==> images/placement.png <==
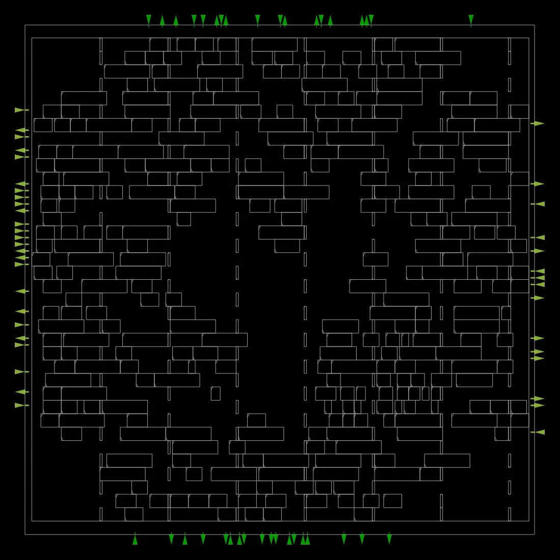
==> images/metal_density.png <==
Drawn at 3 px/um. The die is cut into 21 by 21 equal tiles; dark purple is low, yellow is high, scaled to the fullest tile. Values are wire area over tile area, all layers added.
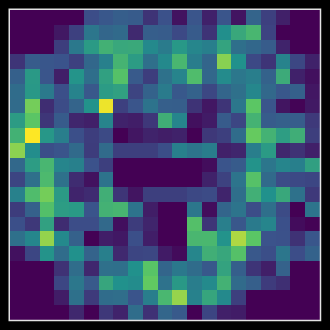
==> images/wires.png <==
Drawn at 4 px/um. Two of the layers only.
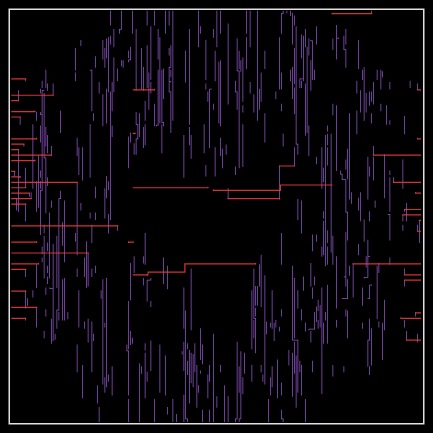
==> images/detail.png <==
Window x 37 to 67, y 37 to 67 um. Cells in grey, sequential cells in the stronger grey; small squares are vias.
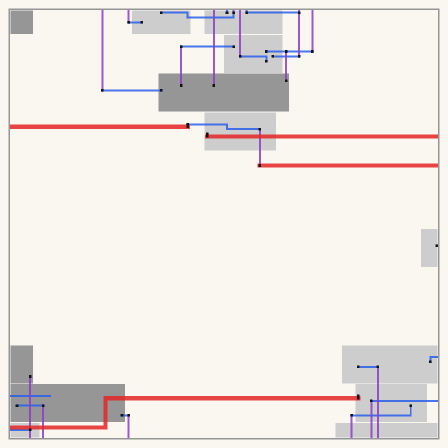
==> images/logic_types.png <==
Drawn at 4 px/um.
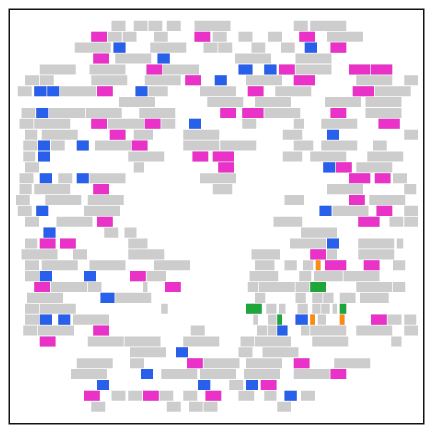
$ cat config.mk
export PLATFORM = sky130hd
export DESIGN_NAME = act_skew_feeder
export DESIGN_NICKNAME = d
export VERILOG_FILES = /design/src/rtl/act_skew_feeder_pkg.sv /design/src/rtl/act_skew_feeder_delay.sv /design/src/rtl/act_skew_feeder.sv
export SDC_FILE = /design/constraint.sdc
export NUM_CORES = 1
export LEC_CHECK = 0
export CORE_UTILIZATION = 35
export CTS_CLUSTER_DIAMETER = 150
export DETAILED_ROUTE_END_ITERATION = 8
export HOLD_SLACK_MARGIN = 0.03
export SLEW_MARGIN = 10
export SYNTH_ARGS = -nofsm -noshare
export SYNTH_HDL_FRONTEND = slang
export SYNTH_SLANG_ARGS = --single-unit
$ cat constraint.sdc
create_clock -name CLK -period 1.5 [get_ports CLK]
set_clock_uncertainty 0.1 [all_clocks]
set_input_delay 0.3 -clock CLK [delete_from_list [all_inputs] [get_ports CLK]]
set_output_delay 0.3 -clock CLK [all_outputs]
set_load 0.02 [all_outputs]
$ cat src/rtl/act_skew_feeder_pkg.sv
// ---------------------------------------------------------------------------
// act_skew_feeder_pkg
//   Shared definitions for the activation skew feeder and the PE array it
//   drives: default activation width, feeder state encodings, and a clog2
//   helper that never returns less than 1 so counters always have a bit.
// ---------------------------------------------------------------------------
package act_skew_feeder_pkg;

    // Activation width shared with the PE active_left datapath
    localparam int DEFAULT_DW = 8;

    // Feeder control states
    typedef enum logic [1:0] {
        IDLE   = 2'd0,
        STREAM = 2'd1,
        DRAIN  = 2'd2
    } feederState_t;

    // Ceiling log2 with a floor of 1 bit
    function automatic int clog2(input int value);
        int width;
        int rem;
        width = 0;
        rem   = value - 1;
        while (rem > 0) begin
            width = width + 1;
            rem   = rem >> 1;
        end
        return (width < 1) ? 1 : width;
    endfunction

endpackage

$ cat src/rtl/act_skew_feeder_delay.sv
// ---------------------------------------------------------------------------
// skew_delay_line
//   Enable-gated shift register holding one row's data+valid. DEPTH stages;
//   the output is the last stage, so a value loaded at an EN-high edge shows
//   up on q after DEPTH EN-high edges (counting the load edge).
//
//   Ports:
//     CLK      in   rising-edge clock
//     RESET_N  in   asynchronous active-low reset, clears every stage
//     EN       in   shift enable; all stages hold while low
//     d        in   WIDTH  value loaded into stage 0
//     q        out  WIDTH  value of the final stage
// ---------------------------------------------------------------------------
module skew_delay_line #(
    parameter int DEPTH = 1,
    parameter int WIDTH = 9
) (
    input  logic             CLK,
    input  logic             RESET_N,
    input  logic             EN,
    input  logic [WIDTH-1:0] d,
    output logic [WIDTH-1:0] q
);

    logic [WIDTH-1:0] r_stages [DEPTH];

    // Shift chain: stage 0 takes d, every other stage takes its predecessor
    always_ff @(posedge CLK or negedge RESET_N) begin
        if (!RESET_N) begin
            for (int i = 0; i < DEPTH; i++) begin
                r_stages[i] <= '0;
            end
        end else if (EN) begin
            r_stages[0] <= d;
            for (int i = 1; i < DEPTH; i++) begin
                r_stages[i] <= r_stages[i-1];
            end
        end
    end

    assign q = r_stages[DEPTH-1];

endmodule

$ cat src/rtl/act_skew_feeder.sv
// ---------------------------------------------------------------------------
// act_skew_feeder
//   Accepts one activation column per cycle over valid/ready and drives the
//   left edge of the systolic array with row r delayed by r cycles. After the
//   last vector of a tile the skew is flushed with zero bubbles and done
//   pulses in the cycle the bottom row shows its final element. Everything
//   freezes while EN is low.
//
//   Ports:
//     CLK        in   rising-edge clock
//     RESET_N    in   asynchronous active-low reset
//     EN         in   array enable; state holds while low
//     in_valid   in   in_vec carries a vector
//     in_ready   out  feeder can accept (EN high and not draining)
//     in_vec     in   ROWS*DW  element r at [r*DW +: DW]
//     in_last    in   last vector of the tile, qualified by accept
//     act_out    out  ROWS*DW  row r active_left value
//     act_valid  out  ROWS     per-row valid
//     busy       out  state is not IDLE
//     done       out  one-cycle end-of-tile pulse
// ---------------------------------------------------------------------------
module act_skew_feeder #(
    parameter int ROWS = 4,
    parameter int DW   = act_skew_feeder_pkg::DEFAULT_DW
) (
    input  logic                 CLK,
    input  logic                 RESET_N,
    input  logic                 EN,
    input  logic                 in_valid,
    output logic                 in_ready,
    input  logic [ROWS*DW-1:0]   in_vec,
    input  logic                 in_last,
    output logic [ROWS*DW-1:0]   act_out,
    output logic [ROWS-1:0]      act_valid,
    output logic                 busy,
    output logic                 done
);

    import act_skew_feeder_pkg::*;

    localparam int CNT_W      = clog2(ROWS);
    // drain_cnt value seen on the final drain edge (ROWS-1 edges total)
    localparam int DRAIN_LAST = (ROWS > 1) ? (ROWS - 2) : 0;
    localparam logic [CNT_W-1:0] DRAIN_LAST_C = DRAIN_LAST[CNT_W-1:0];

    feederState_t     r_state;
    feederState_t     w_nextState;
    logic [CNT_W-1:0] r_drainCnt;
    logic [CNT_W-1:0] w_nextCnt;
    logic             r_done;
    logic             w_doneSet;
    logic             w_accept;

    logic [DW:0]      w_stage0 [ROWS];
    logic [DW:0]      w_lineQ  [ROWS];

    assign in_ready = EN && (r_state != DRAIN);
    assign w_accept = in_valid && in_ready;
    assign busy     = (r_state != IDLE);
    assign done     = r_done;

    // Next-state logic; with EN low everything holds and done is not armed
    always_comb begin
        w_nextState = r_state;
        w_nextCnt   = r_drainCnt;
        w_doneSet   = 1'b0;
        if (EN) begin
            case (r_state)
                IDLE, STREAM: begin
                    if (w_accept) begin
                        if (in_last) begin
                            if (ROWS > 1) begin
                                w_nextState = DRAIN;
                                w_nextCnt   = '0;
                            end else begin
                                // Single row: nothing left to flush
                                w_nextState = IDLE;
                                w_doneSet   = 1'b1;
                            end
                        end else begin
                            w_nextState = STREAM;
                        end
                    end
                end
                DRAIN: begin
                    if (r_drainCnt == DRAIN_LAST_C) begin
                        w_nextState = IDLE;
                        w_nextCnt   = '0;
                        w_doneSet   = 1'b1;
                    end else begin
                        w_nextCnt = r_drainCnt + 1'b1;
                    end
                end
                default: begin
                    w_nextState = IDLE;
                    w_nextCnt   = '0;
                end
            endcase
        end
    end

    // State, drain counter and the done pulse; done self-clears on any edge
    always_ff @(posedge CLK or negedge RESET_N) begin
        if (!RESET_N) begin
            r_state    <= IDLE;
            r_drainCnt <= '0;
            r_done     <= 1'b0;
        end else begin
            r_state    <= w_nextState;
            r_drainCnt <= w_nextCnt;
            r_done     <= w_doneSet;
        end
    end

    // One delay line per row; row r is r+1 stages deep to form the wavefront
    for (genvar r = 0; r < ROWS; r++) begin : g_row
        assign w_stage0[r] = w_accept ? {1'b1, in_vec[r*DW +: DW]} : '0;

        skew_delay_line #(
            .DEPTH (r + 1),
            .WIDTH (DW + 1)
        ) u_line (
            .CLK     (CLK),
            .RESET_N (RESET_N),
            .EN      (EN),
            .d       (w_stage0[r]),
            .q       (w_lineQ[r])
        );

        assign act_out[r*DW +: DW] = w_lineQ[r][DW-1:0];
        assign act_valid[r]        = w_lineQ[r][DW];
    end

endmodule

==> results.cfg <==
; generated from flow reports
[sta]
setup_viol = 2
tightest_slew_ns = 0.392
slew_headroom = 0.738
fin_ws_ns = -0.0542
slew_violations = 0

[critical_path]
crit_end = in_ready
reg2reg_from = r_state[0]$_DFFE_PN0P_
r2r_slack_ns = 0.10
end_kind = output port

[yosys]
synthesis.nets = 272
synthArstFlopShare = 1.00
synthTopCellsByArea = dfrtp_1, mux2_2, a22o_1
yosys_area_sq_mm = 0.00359
synth_flops = 89
flop_cell = dfrtp_1
yosysWarnings = 0
netlist_instances = 235
yosys_cells = 235

[power_and_ir_drop]
power.leakage_nw = 2.18
ir_drop_uv = 561
clkPwrFrac = 0.238
p_seq_frac = 0.496
power.switching_mw = 1.89
comb-power_mw = 1.69
p_clk_mw = 1.51
p_int_mw = 4.45

[placement]
dpl.hpwl_um = 4060
io_buffers = 75

[die]
dieHeight_um = 103
pin_count = 76
die_area_sq_mm = 0.0107
die_w_um = 103
core_area_sq_mm = 0.00986

[run_status]
status = finished, violations left
violations = negative setup slack

[worst_hold_path]
hp-class = input port to async pin

[cells_and_area]
layout.nets = 331
drive_above_1_share = 0.311
finish.instance_area_sq_mm = 0.00451

[global_routing]
grt_max_degree = 53
grt_overflow = 0
antenna_found_initial = 0
grt_pass1_wl_um = 10400

[clocking]
clock-sinks = 89

[detailed_routing]
drt_pre_antenna_iters = 2
viasPerCell = 4.64
About placement.png:
Filler Cells Inserted: 897
tapcell count: 133
sequential cell area share: 0.493
site row count: 36
utilization after layout: 0.458

About metal_density.png:
densest ninth of the die = west
fullest tile = 0.32
emptiest ninth of the die = centre
nearly empty tiles = 16%
tiles over half the peak = 18%
mean over tiles = 0.091

About wires.png:
red -> metal 3  # wire length 340 um
purple -> metal 2  # wire length 2,910 um

About detail.png:
purple -> metal 2
blue -> metal 1
red -> metal 3
most frequent = mux2_2 (2), clkbuf_8 (2), dfrtp_1 (2)
cells with their middle in the window = 8
netlist names of flops here include = `g_row.u_line.q` (2)
sequential cells in the window = 2

About logic_types.png:
orange -> inv cells  # cells 3, most used inv_1
blue -> non-inverting ao/oa cells  # cells 35, most used a22o_1, where widely spread
magenta -> mux cells  # cells 51, most used mux2_2, where widely spread
green -> nor cells  # cells 4, most used nor2_4

## timing repair
item / in CTS / in global routing
gates cloned: 0 / 0
endpoints found under the hold margin: 89 / 0
hold buffers: 1 / 0
gates resized: 52 / 29
endpoints found under the setup margin: 39 / 30
pin swaps: 1 / 0
## flip-flops by register name (all words and copies together), names as in the netlist
name	count
g_row.u_line.r_stages	49
done	1
g_row.u_line.q	35
r_state	2
r_drainCnt	2
## critical path: stages (launching register included)
cell and delay (ns):
dfrtp_1 0.39, and2b_4 0.27, nor2_4 0.04, buf_6 0.12
## layer usage
layer  wire length, um  global-route usage
met5                 0                   0
met1              2830               0.169
met3               340              0.0410
met2              2910               0.204
met4                89              0.0455
## placed cells by master, fill, tap and decap left out, types with 2 or more instances in the layout
master and n:
dfrtp_1 89, mux2_2 41, clkdlybuf4s50_1 34, a22o_1 30, clkdlybuf4s15_1 27, mux2_4 10, clkbuf_8 10, buf_4 9
dlygate4sd2_1 9, a31oi_1 6, buf_12 5, clkinvlp_4 3, inv_1 2, nand2_1 2, nor2_4 2, a21o_2 2
a22o_2 2, buf_6 2
## per-stage QoR
step                cells  hold slack, ns  utilization
global route          432           0.223        0.458
detailed placement    415          0.0335        0.438
floorplan             235         -0.0956            -
global placement      415          0.0322        0.438
finish                432           0.215        0.458
CTS                   432           0.205        0.454
## kinds of logic after synthesis
logic type	synth area share
flip-flops	0.621
multiplexers	0.171
buffers and inverters	0.0959
AND-OR/OR-AND	0.0997
AND/OR/NAND/NOR	0.0133
## cell type report
class                      count  area, sq um  area share
sequential                    89         2230       0.493
multi-input combinational    102         1030       0.228
tap                          133          166      0.0369
clock buffer                  11          141      0.0313
clock inverter                 5         40.0     0.00887
timing repair buffer          89          900       0.199
inverter                       3         11.3     0.00250
